## config.mk

```make
export PLATFORM = sky130hd
export DESIGN_NAME = store_narrow
export DESIGN_NICKNAME = d
export VERILOG_FILES = /design/src/rtl/store_pkg.sv /design/src/rtl/trunc_check.sv /design/src/rtl/store_narrow.sv
export SDC_FILE = /design/constraint.sdc
export NUM_CORES = 1
export LEC_CHECK = 0
export ABC_CLOCK_PERIOD_IN_PS = 4200
export CORE_MARGIN = 1.5
export CORE_UTILIZATION = 49
export CTS_CLUSTER_DIAMETER = 100
export DETAILED_ROUTE_END_ITERATION = 12
export PLACE_DENSITY = 0.81
export SLEW_MARGIN = 40
export SYNTH_ARGS = -nofsm -noshare
export SYNTH_HDL_FRONTEND = slang
export SYNTH_HIERARCHICAL = 1
export SYNTH_SLANG_ARGS = --single-unit
export TNS_END_PERCENT = 1
```

## constraint.sdc

```tcl
create_clock -name clk -period 4.2 [get_ports clk]
set_input_delay 0.84 -clock clk [delete_from_list [all_inputs] [get_ports clk]]
set_output_delay 0.84 -clock clk [all_outputs]
set_load 0.01 [all_outputs]
```

## src/rtl/store_pkg.sv

```systemverilog
// Shared types and helpers for the store-path narrowing unit.
package store_pkg;

    typedef enum logic [1:0] {
        SZ_B = 2'b00,
        SZ_H = 2'b01,
        SZ_W = 2'b10,
        SZ_D = 2'b11
    } size_e;

    typedef enum logic [1:0] {
        IDLE  = 2'b00,
        WRITE = 2'b01,
        DONE  = 2'b10
    } state_e;

    localparam int KIDX_W = 3;

    function automatic logic [3:0] size_bytes(input size_e sz);
        return 4'd1 << sz;
    endfunction

endpackage

```

## src/rtl/trunc_check.sv

```systemverilog
// Combinational truncation check: flags when the bits above the stored field
// are not a valid signed (or unsigned) extension of it.
module trunc_check
    import store_pkg::*;
(
    input  logic [63:0] data_i,
    input  size_e       size_i,
    input  logic        signed_i,
    output logic        ovf_o
);

    // Signed: the sign bit of the field and everything above must agree.
    always_comb begin
        ovf_o = 1'b0;
        case (size_i)
            SZ_B: ovf_o = signed_i ? ~((&data_i[63:7])  | ~(|data_i[63:7]))  : (|data_i[63:8]);
            SZ_H: ovf_o = signed_i ? ~((&data_i[63:15]) | ~(|data_i[63:15])) : (|data_i[63:16]);
            SZ_W: ovf_o = signed_i ? ~((&data_i[63:31]) | ~(|data_i[63:31])) : (|data_i[63:32]);
            default: ovf_o = 1'b0;
        endcase
    end

endmodule

```

## src/rtl/store_narrow.sv

```systemverilog
// Store-path narrowing unit: serializes the low 1/2/4/8 bytes of a register
// little-endian onto a byte-wide write port and reports truncation overflow.
//
// state | meaning
// IDLE  | ready for a request; capture on in_valid
// WRITE | present byte k; advance on mem_ready
// DONE  | one-cycle completion pulse with captured trunc_ovf
module store_narrow
    import store_pkg::*;
#(
    parameter int DATA_W = 64,
    parameter int ADDR_W = 64
) (
    input  logic              clk,
    input  logic              reset_n,
    input  logic              in_valid,
    output logic              in_ready,
    input  logic [DATA_W-1:0] in_data,
    input  logic [ADDR_W-1:0] in_addr,
    input  logic [1:0]        in_size,
    input  logic              in_signed,
    output logic              mem_we,
    output logic [ADDR_W-1:0] mem_addr,
    output logic [7:0]        mem_wdata,
    input  logic              mem_ready,
    output logic              done,
    output logic              trunc_ovf
);

    state_e              state_q, state_d;
    logic [DATA_W-1:0]   data_q, data_d;
    logic [ADDR_W-1:0]   addr_q, addr_d;
    size_e               size_q, size_d;
    logic                ovf_q, ovf_d;
    logic [KIDX_W-1:0]   k_q, k_d;
    logic                ovf_now;
    logic                last_byte;

    trunc_check u_trunc_check (
        .data_i   (in_data),
        .size_i   (size_e'(in_size)),
        .signed_i (in_signed),
        .ovf_o    (ovf_now)
    );

    assign last_byte = ({1'b0, k_q} == (size_bytes(size_q) - 4'd1));

    always_ff @(posedge clk or negedge reset_n) begin
        if (!reset_n) begin
            state_q <= IDLE;
            data_q  <= '0;
            addr_q  <= '0;
            size_q  <= SZ_B;
            ovf_q   <= 1'b0;
            k_q     <= '0;
        end else begin
            state_q <= state_d;
            data_q  <= data_d;
            addr_q  <= addr_d;
            size_q  <= size_d;
            ovf_q   <= ovf_d;
            k_q     <= k_d;
        end
    end

    always_comb begin
        state_d = state_q;
        data_d  = data_q;
        addr_d  = addr_q;
        size_d  = size_q;
        ovf_d   = ovf_q;
        k_d     = k_q;
        case (state_q)
            IDLE: begin
                if (in_valid) begin
                    data_d  = in_data;
                    addr_d  = in_addr;
                    size_d  = size_e'(in_size);
                    ovf_d   = ovf_now;
                    k_d     = '0;
                    state_d = WRITE;
                end
            end
            WRITE: begin
                if (mem_ready) begin
                    if (last_byte) begin
                        state_d = DONE;
                    end else begin
                        k_d = k_q + 1'b1;
                    end
                end
            end
            DONE: begin
                k_d     = '0;
                state_d = IDLE;
            end
            default: state_d = IDLE;
        endcase
    end

    // Outputs decode registered state only; idle values are zero.
    assign in_ready  = (state_q == IDLE);
    assign mem_we    = (state_q == WRITE);
    assign mem_addr  = mem_we ? (addr_q + ADDR_W'(k_q)) : '0;
    assign mem_wdata = mem_we ? data_q[{k_q, 3'b000} +: 8] : 8'h00;
    assign done      = (state_q == DONE);
    assign trunc_ovf = done & ovf_q;

endmodule

```

==> run_results.csv, run 1 <==
group,metric,value,unit
power_and_ir_drop,clock_power_share,17.9,%
setup_path,worstPathMaxFanout,12,
setup_path,critPathSlowestCell,"clkdlybuf4s50_1",
die,dieArea,16600,um2
sta,finalClockPeriodUsage,96.42,%
die,fp-utilization,50.67,%
cells_and_area,clkbuf_count,18,
cells_and_area,biggestRegsByFlops,"addr_q: 64 flops, data_q: 64 flops, k_q: 3 flops",
cells_and_area,clkCellAreaFrac,5.387,%
sta,maxSlewViolCount,0,
sta,fin_setup_tns,0,ns
routing,routed_via_density,5.901,
grt,use_met1,33.56,%
setup_path,reg2reg_depth,4,
cts,postCtsSetupRepairBufs,1,
sta,fin_worst_skew,0.004951,ns
yosys,ff_type,"dfrtp_1",
die,dieWidth,128.8,um
status,status,"completed",
setup_path,crit_buf_inv,2,
sta,slew_headroom,48.71,%
cts,cts-root-buf,"clkbuf_16",
cts,cts_max_path_buffers,2,
cells_and_area,final_cells,1149,
cts,numCtsBuffers,17,
setup_path,worst_setup_path_start_kind,"flip-flop",
cells_and_area,multiInputGateArea,4146,um2
cts,clkTransAtPathRegs,0.06,ns
cts,cts-htree-levels,4,
sta,whs,0.4479,ns
sta,timing.fmax,0.2469,GHz
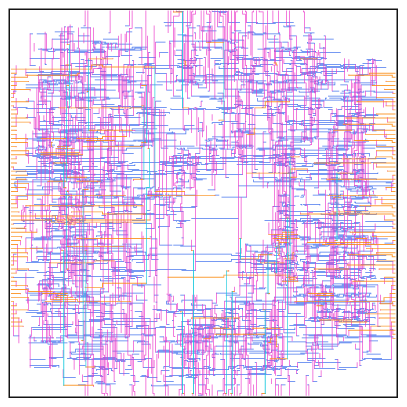
run_1/wires.png
Scale: 3 px per um.
magenta -> metal 2  # wire length 10200 um
orange -> metal 3  # wire length 1750 um
cyan -> metal 4  # wire length 748 um
blue -> metal 1  # wire length 8700 um
vias after detailed routing: 6780
final wirelength: 21.40 mm
DR WL/cell: 18.63 um

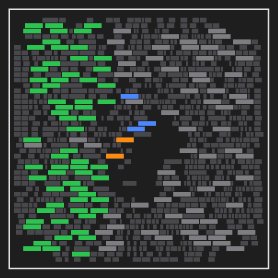
run_1/flops_by_reg.png
Scale: 2 px per um. Other sequential cells in the stronger grey, the rest of the logic in the fainter grey.
orange -> state_q  # flops 2
blue -> k_q  # flops 3
green -> data_q  # flops 64, where a vertical strip on the left
not coloured = 67
Seq. pwr: 2.61 mW
Layout Utilization: 70.07%
Seq/total area: 31.71%

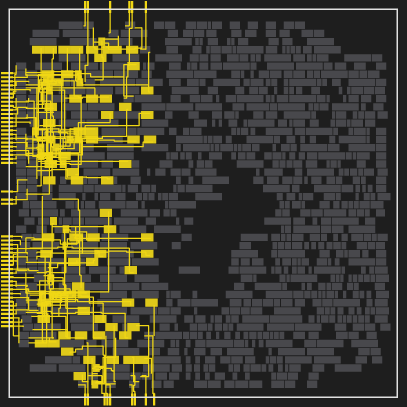
run_1/io_fan.png
Scale: 3 px per um.
yellow -> in_data  # bits 64, direction input, end cells 95, buffers 64, wire 2640 um
IO Count: 211
Port Buffers: 210

run_1/congestion.png
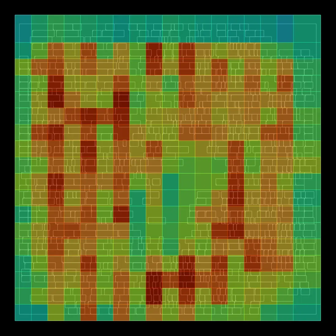

## Run 2: what changed since run 1
MAX_ROUTING_LAYER = met4   (was default)
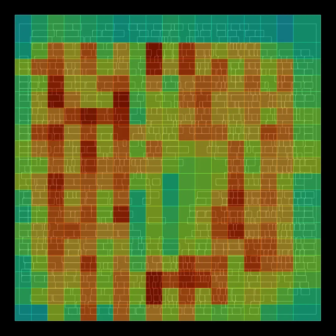
run_2/congestion.png
DR WL/cell: 18.60 um
met1 Use GR: 33.61%

==> run 2 against run 1 <==
  * Count of clock-buffer cells in the layout stayed put
  * Final cell count stayed put
  * Via count is 0.69% lower
  * Die size stayed put
  * Total power hardly changed
  * First-iteration DRC count is 6.6% higher
  * Critical endpoint unchanged
==> run_results.csv, run 2 <==
group,metric,value,unit
cts,numCtsBuffers,17,
die,fp-utilization,50.67,%
cells_and_area,comb_share,38.64,%
routing,wl,21.37,mm
setup_path,critPathSlowestCell,"clkdlybuf4s50_1",
cells_and_area,clkbuf_count,18,
routing,num_vias,6733,
place,io_buffers,210,
yosys,synth_cell_types,55,
cts,cts_max_path_buffers,2,
cts,postCtsSetupRepairBufs,1,
sta,slew_headroom,48.20,%
cells_and_area,multiInputGateArea,4146,um2
sta,finalClockPeriodUsage,96.31,%
cells_and_area,final_cells,1149,
yosys,ff_type,"dfrtp_1",
yosys,ys_top_cells_by_area,"dfrtp_1 (44%), mux2_2 (18%), mux4_2 (4.6%)",
sta,maxSlewViolCount,0,
cts,clkTransAtPathRegs,0.06,ns
sta,fin_setup_tns,0,ns
sta,timing.fmax,0.2472,GHz
setup_path,reg2reg_depth,4,
cells_and_area,sh_seq_area,31.71,%
setup_path,crit_buf_inv,2,
power_and_ir_drop,seq_power,2.61,mW
cts,cts_tree,"yes",
cells_and_area,biggestRegsByFlops,"addr_q: 64 flops, data_q: 64 flops, k_q: 3 flops",
cells_and_area,utilization,70.07,%
die,dieWidth,128.8,um
setup_path,worst_setup_path_start_kind,"flip-flop",
routing,routed_via_density,5.860,
status,status,"completed",
sta,whs,0.4455,ns
sta,fin_worst_skew,0.004888,ns
die,io_pins,211,
run_2/io_fan.png
Scale: 3 px per um.
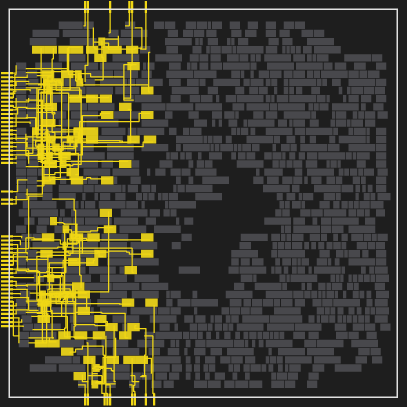

## Run 3: what changed since run 2
CORE_UTILIZATION = 35   (was 49)
MAX_ROUTING_LAYER = default   (was met4)
PLACE_DENSITY = default   (was 0.81)
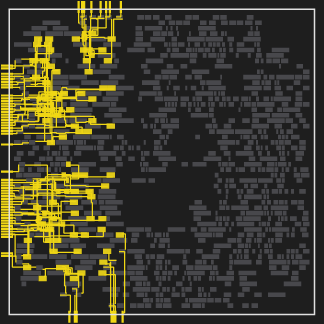
run_3/io_fan.png
Scale: 2 px per um.
yellow -> in_data  # bits 64, direction input, end cells 95, buffers 64, wire 2730 um

==> run 3 against run 2 <==
  * Global-route usage shrank 7.2 points
  * Setup slack lost 0.11 ns
  * Hold slack lost 0.15 ns
  * Wire length rose by 6.3%
  * Sequential power about the same
  * Synthesized cell count unchanged
  * Register-to-register slack about the same
  * Largest cell class unchanged
==> run_results.csv, run 3 <==
group,metric,value,unit
routing,post_drt_wl_per_cell,18.59,um
cells_and_area,multiInputGateArea,4151,um2
status,status,"completed",
cells_and_area,final_cells,1222,
die,io_pins,211,
sta,timing.fmax,0.2405,GHz
sta,fin_setup_tns,0,ns
setup_path,reg2reg_depth,5,
power_and_ir_drop,p_per_area,758.6,nW/um2
sta,setup_ws,0.04165,ns
setup_path,worstPathMaxFanout,21,
sta,fin_worst_skew,0.01184,ns
die,dieWidth,151.9,um
setup_path,worst_setup_path_start_kind,"flip-flop",
yosys,synth_cell_types,55,
routing,drc_errors,0,
setup_path,crit_cells,11,
cts,cts_tree,"yes",
cells_and_area,clkbuf_count,17,
yosys,floorplan.nets,858,
place,io_buffers,210,
setup_path,critPathSlowestCell,"clkdlybuf4s50_1",
cts,clkTransAtPathRegs,0.06,ns
cells_and_area,comb_share,38.16,%
routing,wl,22.72,mm
sta,whs,0.2981,ns
yosys,ff_type,"dfrtp_1",
routing,routed_via_density,5.390,
cts,numCtsBuffers,17,
cells_and_area,sh_seq_area,31.29,%
grt,grtUsageMet2,31.70,%
routing,num_vias,6586,
yosys,synth-simple-area-share,18.59,%
grt,use_met1,27.45,%
die,core.rowCount,54,
cts,cts_max_path_buffers,2,
setup_path,crit_buf_inv,4,
grt,grt.overflow.total,0,
yosys,yosys_cells,718,
cells_and_area,utilization,50.01,%
die,fp-utilization,35.67,%
cts,postCtsSetupRepairBufs,1,
sta,finalClockPeriodUsage,99.01,%
sta,slew_headroom,54.61,%
yosys,ys_top_cells_by_area,"dfrtp_1 (44%), mux2_2 (18%), mux4_2 (4.6%)",
cells_and_area,syn_to_final_growth,40.21,%
Power is estimated from default activity; no workload was simulated.
